### Cells by drive strength

The bar under the picture is 50 um long.
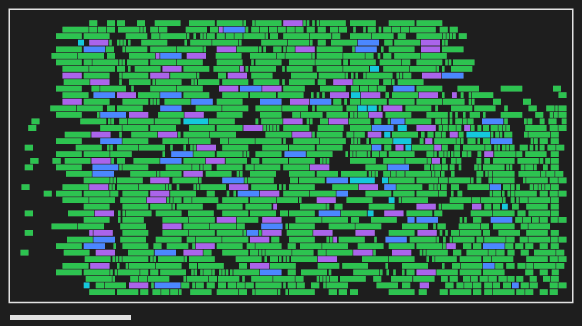
### Wire density map

The die is cut into 23 by 12 equal tiles; dark blue is low, red is high, scaled to the fullest tile. Values are wire area over tile area, all layers added.
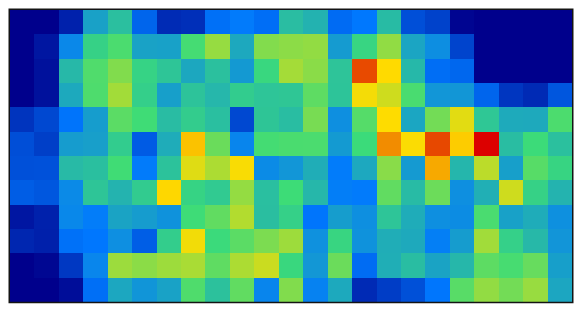
### Cell outlines without signal wires

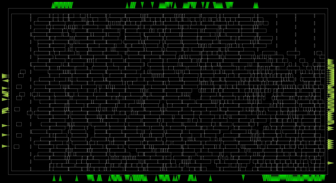
### Clock distribution

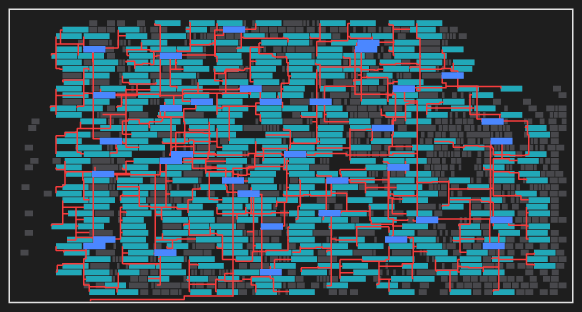
Design calc_cmd_sequencer, sky130hd; sources not shown.
==> out/results.txt <==
Max-area cell share = 53.47%
Yosys top cell by area = edfxtp_1
kind of end point of the critical path = output port
Vias/cell = 5.750
peak fanout along the critical path = 70
vias in the first global route = 9038
first-pass GRT wire length = 49.02 mm
Worst Max-Slew Pin Slew = 1.083 ns
critical path's slowest cell = clkdlybuf4s50_1
crit-path cells = clkdlybuf4s50_1, inv_6, o31a_1, clkdlybuf4s50_1
GP Congestion = 0.8165
crit path time final = 5.925 ns
CP Class = in2out
status = complete, no violations
drt wl/cell = 20.99 um
Sink Count = 395
Port Buffers = 219
post-route setup TNS = 0 ns
final-report hold violation count = 0
gr ovfl total = 0
FF-to-FF setup slack = 6.42 ns
drt first pass iters = 5
fin nets = 1242
TritonCTS clock tree = done
number of standard cells after synthesis = 908
Static Leak = 0.006968 uW
max reg flops = 268
syn_area_per_cell = 16.58 sq um
drt initial violations = 787
IO Count = 220
die height = 121 um
Floorplan Nets = 1026
hold buffer count at CTS = 0
Achievable Freq = 168.8 MHz
fin crit share = 60.77%
clk slew on worst S/H paths = 0.06 ns
-- 'Cells by drive strength' (at the start) --
Key: green = x1 and smaller [cells 1000, most used edfxtp_1]; blue = x6 and larger [cells 48, most used clkbuf_16]; cyan = x3 and x4 [cells 17, most used buf_4]; purple = x2 [cells 86, most used mux4_2]
Area Growth Syn to Fin: 24.43%
fin area: 0.01873 sq mm

-- 'Wire density map' (at the start) --
The fullest tile reaches 0.47. 28% of the tiles are over half the peak. The mean over all tiles is 0.18. The emptiest ninth of the die: north-east.
routed vias: 8660
drt total wl: 31.61 mm

-- 'Cell outlines without signal wires' (at the start) --
CORE AREA: 0.02612 sq mm
fill count: 1557
non-filler cells, final: 1506
final design utilization: 71.71%
row cnt: 42

-- 'Clock distribution' (at the start) --
Key: red = clock wires [length 4160 um]; cyan = flip-flops [count 395]; blue = clock-net drivers [count 35]
Position of the flops: all over the die.
clk latency late pin: 0.53 ns
Clock power frac: 24.4%
Setup Skew: 0.02194 ns
Clk. pwr: 1400 uW

==> power breakdown <==
group	internal, uW	switching [uW]	total [uW]
combinational	905	935	1840
sequential	2180	314	2490
clock	803	598	1400
total	3880	1850	5730
==> layout by cell type, fill, tap and decap left out, types with 5 or more instances in the layout <==
cell type          n
clkdlybuf4s50_1  219
o31ai_1            5
mux4_2            67
nand3_1            5
dfrtp_1          125
nand2_1          224
buf_4              6
clkbuf_8           5
mux2i_1            5
a22o_1            23
ha_1               6
nand2b_1           5
inv_1              5
o21ai_0            7
nor3_1             6
nor2_1            20
clkinv_2           6
edfxtp_1         268
a21oi_1           20
clkbuf_1           8
o22ai_1            7
clkbuf_16         36
==> stage by stage <==
step,utilization [%],power [uW],setup WS [ns],hold slack (ns)
3_5_place_dp,67.21,4359,3.827,0.4612
6_report,71.71,5732,3.825,0.4731
5_1_grt,71.71,6013,3.669,0.5028
3_3_place_gp,67.17,4272,3.840,0.4587
4_1_cts,71.68,5771,3.791,0.4764
2_1_floorplan,-,3568,2.514,0.4888
==> worst max-delay path: cells and delay by family <==
family / cells / cell delay [ns]
buffers and inverters: 3 / 1.57
AND-OR/OR-AND: 1 / 0.39
==> cell type report <==
type / count / area, sq um
Clock buffer: 49 / 999.7
Fill cell: 1557 / 7388
Sequential cell: 395 / 11230
Tap cell: 352 / 440.4
Clock inverter: 15 / 167.7
Antenna cell: 3 / 7.507
Inverter: 7 / 31.28
Multi-Input combinational cell: 459 / 3601
Timing Repair Buffer: 226 / 2248
==> cells by family after synthesis <==
logic type	share of synthesized area [%]
buffers and inverters	1.754
XOR/XNOR	0.6234
AND/OR/NAND/NOR	8.080
AND-OR/OR-AND	3.882
adder cells (fa/ha/maj)	0.4987
multiplexers	10.58
flip-flops	74.58
Power figures rest on the tool's default switching activity, not on a simulated workload.
